[config.mk]
export PLATFORM = sky130hd
export DESIGN_NAME = mips_main_control
export DESIGN_NICKNAME = d
export VERILOG_FILES = /design/src/rtl/mips_main_control.sv
export SDC_FILE = /design/constraint.sdc
export NUM_CORES = 1
export LEC_CHECK = 0
export ABC_AREA = 1
export CORE_MARGIN = 2
export CORE_UTILIZATION = 30
export DETAILED_ROUTE_END_ITERATION = 12
export HOLD_SLACK_MARGIN = 0.02
export SYNTH_ARGS = -nofsm -noshare
export SYNTH_HDL_FRONTEND = slang
export SYNTH_SLANG_ARGS = --single-unit
[constraint.sdc]
create_clock -name clock -period 1.7 [get_ports clock]
set_input_delay 0.17 -clock clock [delete_from_list [all_inputs] [get_ports clock]]
set_output_delay 0.17 -clock clock [all_outputs]
set_load 0.05 [all_outputs]
[src/rtl/mips_main_control.sv]
// Multicycle MIPS main control: Moore FSM that steps each instruction through
// fetch/decode/execute/memory/write-back and counts retired instructions.
module mips_main_control #(
  parameter int CNT_WIDTH = 16
) (
  input  logic                 clock,
  input  logic                 reset_n,
  input  logic [5:0]           opcode,
  input  logic                 memReady,
  output logic [1:0]           aluOp,
  output logic                 aluSrcA,
  output logic [1:0]           aluSrcB,
  output logic [1:0]           pcSource,
  output logic                 iorD,
  output logic                 memRead,
  output logic                 memWrite,
  output logic                 irWrite,
  output logic                 regDst,
  output logic                 memToReg,
  output logic                 regWrite,
  output logic                 pcWrite,
  output logic                 branchEq,
  output logic                 branchNe,
  output logic                 illegalOp,
  output logic [3:0]           state,
  output logic [CNT_WIDTH-1:0] retired
);

  typedef enum logic [3:0] {
    S_FETCH   = 4'd0,
    S_DECODE  = 4'd1,
    S_MEMADR  = 4'd2,
    S_MEMRD   = 4'd3,
    S_MEMWB   = 4'd4,
    S_MEMWR   = 4'd5,
    S_EXEC    = 4'd6,
    S_ALUWB   = 4'd7,
    S_BRANCH  = 4'd8,
    S_JUMP    = 4'd9,
    S_ADDIEX  = 4'd10,
    S_ADDIWB  = 4'd11,
    S_ILLEGAL = 4'd12
  } state_t;

  state_t               state_q, state_d;
  logic [5:0]           op_reg_q, op_reg_d;
  logic [CNT_WIDTH-1:0] retired_q, retired_d;
  logic                 retire;

  logic [1:0] alu_op_c, alu_src_b_c, pc_source_c;
  logic       alu_src_a_c, iord_c, mem_read_c, mem_write_c, ir_write_c;
  logic       reg_dst_c, mem_to_reg_c, reg_write_c, pc_write_c;
  logic       branch_eq_c, branch_ne_c, illegal_op_c;

  always_ff @(posedge clock or negedge reset_n) begin
    if (!reset_n) begin
      state_q   <= S_FETCH;
      op_reg_q  <= 6'd0;
      retired_q <= '0;
    end else begin
      state_q   <= state_d;
      op_reg_q  <= op_reg_d;
      retired_q <= retired_d;
    end
  end

  always_comb begin
    state_d      = state_q;
    op_reg_d     = op_reg_q;
    retire       = 1'b0;
    alu_op_c     = 2'b00;
    alu_src_a_c  = 1'b0;
    alu_src_b_c  = 2'b00;
    pc_source_c  = 2'b00;
    iord_c       = 1'b0;
    mem_read_c   = 1'b0;
    mem_write_c  = 1'b0;
    ir_write_c   = 1'b0;
    reg_dst_c    = 1'b0;
    mem_to_reg_c = 1'b0;
    reg_write_c  = 1'b0;
    pc_write_c   = 1'b0;
    branch_eq_c  = 1'b0;
    branch_ne_c  = 1'b0;
    illegal_op_c = 1'b0;
    case (state_q)
      S_FETCH: begin
        mem_read_c  = 1'b1;
        alu_src_b_c = 2'b01;
        ir_write_c  = memReady;
        pc_write_c  = memReady;
        if (memReady) state_d = S_DECODE;
      end
      S_DECODE: begin
        alu_src_b_c = 2'b11;
        op_reg_d    = opcode;
        case (opcode)
          6'h00:        state_d = S_EXEC;
          6'h23, 6'h2B: state_d = S_MEMADR;
          6'h04, 6'h05: state_d = S_BRANCH;
          6'h02:        state_d = S_JUMP;
          6'h08:        state_d = S_ADDIEX;
          default:      state_d = S_ILLEGAL;
        endcase
      end
      S_MEMADR, S_ADDIEX: begin
        alu_src_a_c = 1'b1;
        alu_src_b_c = 2'b10;
        if (state_q == S_ADDIEX) state_d = S_ADDIWB;
        else state_d = (op_reg_q == 6'h23) ? S_MEMRD : S_MEMWR;
      end
      S_MEMRD: begin
        mem_read_c = 1'b1;
        iord_c     = 1'b1;
        if (memReady) state_d = S_MEMWB;
      end
      S_MEMWB: begin
        reg_write_c  = 1'b1;
        mem_to_reg_c = 1'b1;
        retire       = 1'b1;
        state_d      = S_FETCH;
      end
      S_MEMWR: begin
        mem_write_c = 1'b1;
        iord_c      = 1'b1;
        if (memReady) begin
          retire  = 1'b1;
          state_d = S_FETCH;
        end
      end
      S_EXEC: begin
        alu_src_a_c = 1'b1;
        alu_op_c    = 2'b10;
        state_d     = S_ALUWB;
      end
      S_ALUWB: begin
        reg_write_c = 1'b1;
        reg_dst_c   = 1'b1;
        retire      = 1'b1;
        state_d     = S_FETCH;
      end
      S_BRANCH: begin
        alu_src_a_c = 1'b1;
        alu_op_c    = 2'b01;
        pc_source_c = 2'b01;
        branch_eq_c = (op_reg_q == 6'h04);
        branch_ne_c = (op_reg_q == 6'h05);
        retire      = 1'b1;
        state_d     = S_FETCH;
      end
      S_JUMP: begin
        pc_source_c = 2'b10;
        pc_write_c  = 1'b1;
        retire      = 1'b1;
        state_d     = S_FETCH;
      end
      S_ADDIWB: begin
        reg_write_c = 1'b1;
        retire      = 1'b1;
        state_d     = S_FETCH;
      end
      S_ILLEGAL: illegal_op_c = 1'b1;
      // Encodings 13-15: recover to FETCH silently.
      default: state_d = S_FETCH;
    endcase
    retired_d = retire ? retired_q + CNT_WIDTH'(1) : retired_q;
  end

  // Every control is held low while reset is asserted, without waiting for a clock.
  assign aluOp     = reset_n ? alu_op_c    : 2'b00;
  assign aluSrcB   = reset_n ? alu_src_b_c : 2'b00;
  assign pcSource  = reset_n ? pc_source_c : 2'b00;
  assign aluSrcA   = reset_n & alu_src_a_c;
  assign iorD      = reset_n & iord_c;
  assign memRead   = reset_n & mem_read_c;
  assign memWrite  = reset_n & mem_write_c;
  assign irWrite   = reset_n & ir_write_c;
  assign regDst    = reset_n & reg_dst_c;
  assign memToReg  = reset_n & mem_to_reg_c;
  assign regWrite  = reset_n & reg_write_c;
  assign pcWrite   = reset_n & pc_write_c;
  assign branchEq  = reset_n & branch_eq_c;
  assign branchNe  = reset_n & branch_ne_c;
  assign illegalOp = reset_n & illegal_op_c;
  assign state     = reset_n ? state_q : 4'd0;
  assign retired   = retired_q;

endmodule

==> flow_metrics.py <==
# Auto-generated metrics
metrics = {
    "status": {
        "failed_checks": "negative setup slack",
        "status": "complete, but fails checks",
    },
    "yosys": {
        "numSynthFlops": 26,
    },
    "die": {
        "core-area_mm2": 0.005921,
    },
    "detailed_routing": {
        "routed_via_density": 4.604,
        "firstDrtPassIters": 4,
        "postRouteAntennaNets": 0,
    },
    "job": {
        "warning_count": 29,
    },
    "layout": {
        "fill_cells": 563,
        "final_cells": 427,
        "ff_latch_area_um2": 658.1,
        "nets": 363,
        "finalInstanceArea_mm2": 0.003048,
    },
    "final_timing": {
        "period_needed_ns": 1.744,
        "setup_violations": 6,
        "layout_setup_ws_ns": -0.04387,
        "finalMaxSlewViolations": 0,
        "clock.fmax_ghz": 0.5734,
        "whs_ns": 0.3100,
    },
    "grt": {
        "grt_util_met2_pct": 25.77,
        "grt-busiest-layer": "met2",
    },
    "place": {
        "dpl-instance-area_mm2": 0.002713,
        "placed_cells": 409,
    },
    "worst_setup_path": {
        "worstPathRequired_ns": 1.53,
        "cpPeakStageDelay_ns": 0.47,
        "crit_path_top_delay_cell": "dfrtp_2",
        "arrival_ns": 1.57,
    },
    "power": {
        "ir_drop_v": 0.0007489,
    },
    "clocking": {
        "cts_hold_buf": 0,
    },
}
## path summary, 6_finish.rpt
| path | from | cells past startpoint | to | slack (ns) |
|---|---|---|---|---|
| min in group clock | opcode[4] | 3 | op_reg_q[4] | 0.51 |
| setup / recovery | state_q[0] | 7 | pcWrite | -0.04 |
| max in group asynchronous | reset_n | 3 | retired[0] | 1.15 |
| hold reg to reg | retired[0] | 1 | retired[0] | 0.53 |
| setup reg to reg | state_q[3] | 10 | retired[3] | 0.07 |
| hold / removal | reset_n | 2 | op_reg_q[4] | 0.31 |
## critical path, delay by kind of cell (launching register included)
family,cells,cell delay (ns)
buf+inv,3,0.37
simple gates,3,0.30
flops,1,0.47
compound gates,1,0.15
## repair_timing
action / CTS / global route
pin swaps: 10 / 11
gates resized: 16 / 29
setup endpoints to repair: 11 / 20
gates cloned: 0 / 1
setup buffers: 5 / 8
## registers in the layout, summed over array words and instances, names as in the netlist
signal	cells
op_reg_q	6
retired	16
state_q	4
## report_power, final
group	internal, mW	total [mW]	switching, mW
sequential	0.798	1.01	0.208
combinational	1.16	2.77	1.61
clock	0.207	0.404	0.197
## logic make-up (layout without fill, tap and decap cells)
kind of cell	after synthesis	in the layout	synth area share, %
adder cells (fa/ha/maj)	1	1	0.6839
XOR/XNOR	8	8	3.831
buffers and inverters	48	121	10.94
AND/OR/NAND/NOR	170	170	39.88
AND-OR/OR-AND	26	26	9.098
flip-flops	26	26	35.57
## cell usage after synthesis (all sizes together)
master / count
nor3: 9
buf: 4
a21oi: 4
o21bai: 1
nand4: 9
nor2: 42
o211ai: 1
nand3b: 2
nand3: 16
clkinv: 1
nand2: 91
clkbuf: 1
ha: 1
inv: 42
xor2: 7
xnor2: 1
dfrtp: 26
a31oi: 1
o21ai: 19
and2: 1
## per-stage QoR
stage | total power [mW] | util (%) | worst slack, ns
after CTS | 3.820 | 48.08 | -0.08359
after global routing | 4.466 | 51.48 | -0.1626
after global placement | 3.243 | 45.82 | 0.03622
after floorplan | 2.443 | - | -0.1062
after detailed placement | 3.261 | 45.82 | 0.03116
final | 4.183 | 51.48 | -0.04387
## area by class of cell
cell class	instances	area share, %
flip-flops and latches	26	21.59
repair buffers	74	29.02
well taps	75	3.079
inverters	43	5.296
clock buffers	4	1.806
multi-input cells	205	39.20
## routing by layer
metal,part of all wire (%),vias to the layer above
met4,1.2,0
met1,46,886
met2,47,50
met3,6.4,8
li1,-,1022
met5,0,-
## placed cells by master, fill, tap and decap left out, types with 2 or more instances in the layout
master	count
a21oi_4	3
buf_12	23
buf_4	41
clkbuf_8	4
clkdlybuf4s50_1	8
dfrtp_1	20
dfrtp_2	6
inv_1	35
inv_2	7
nand2_1	81
nand2_2	5
nand2_4	5
nand3_1	15
nand3b_1	2
nand4_1	9
nor2_1	27
nor2_2	4
nor2_4	11
nor3_1	5
nor3_2	2
nor3_4	2
o21ai_0	9
o21ai_2	9
xor2_1	7
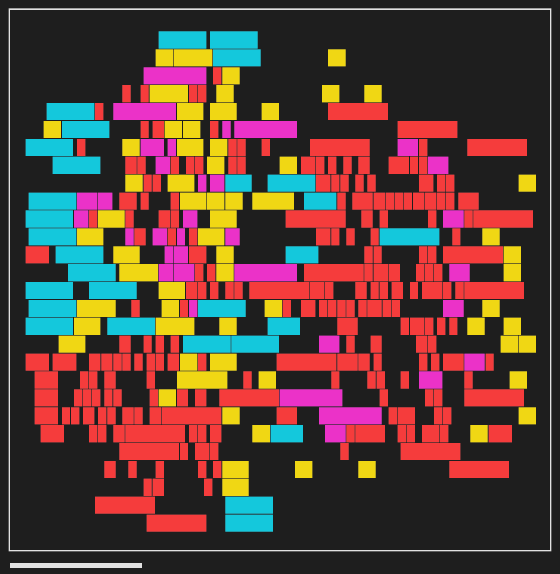
(images/sizing.png)
Bar = 20 um.
legend:
  x1 and smaller:
    color: red
    cells: 225
    share: 64%
  x6 and larger:
    color: cyan
    cells: 29
    share: 8.2%
  x3 and x4:
    color: yellow
    cells: 64
    share: 18%
  x2:
    color: magenta
    cells: 34
    share: 9.7%

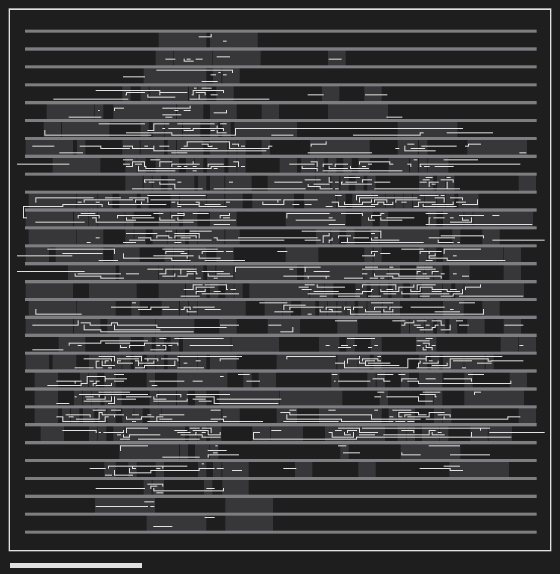
(images/m1.png)
Bar = 20 um. Supply wires on this layer in gray.
longest straight run: 34.5 um
wire length on this layer: 2,270 um
nets with wire on the layer: 307

Power figures rest on the tool's default switching activity, not on a simulated workload.
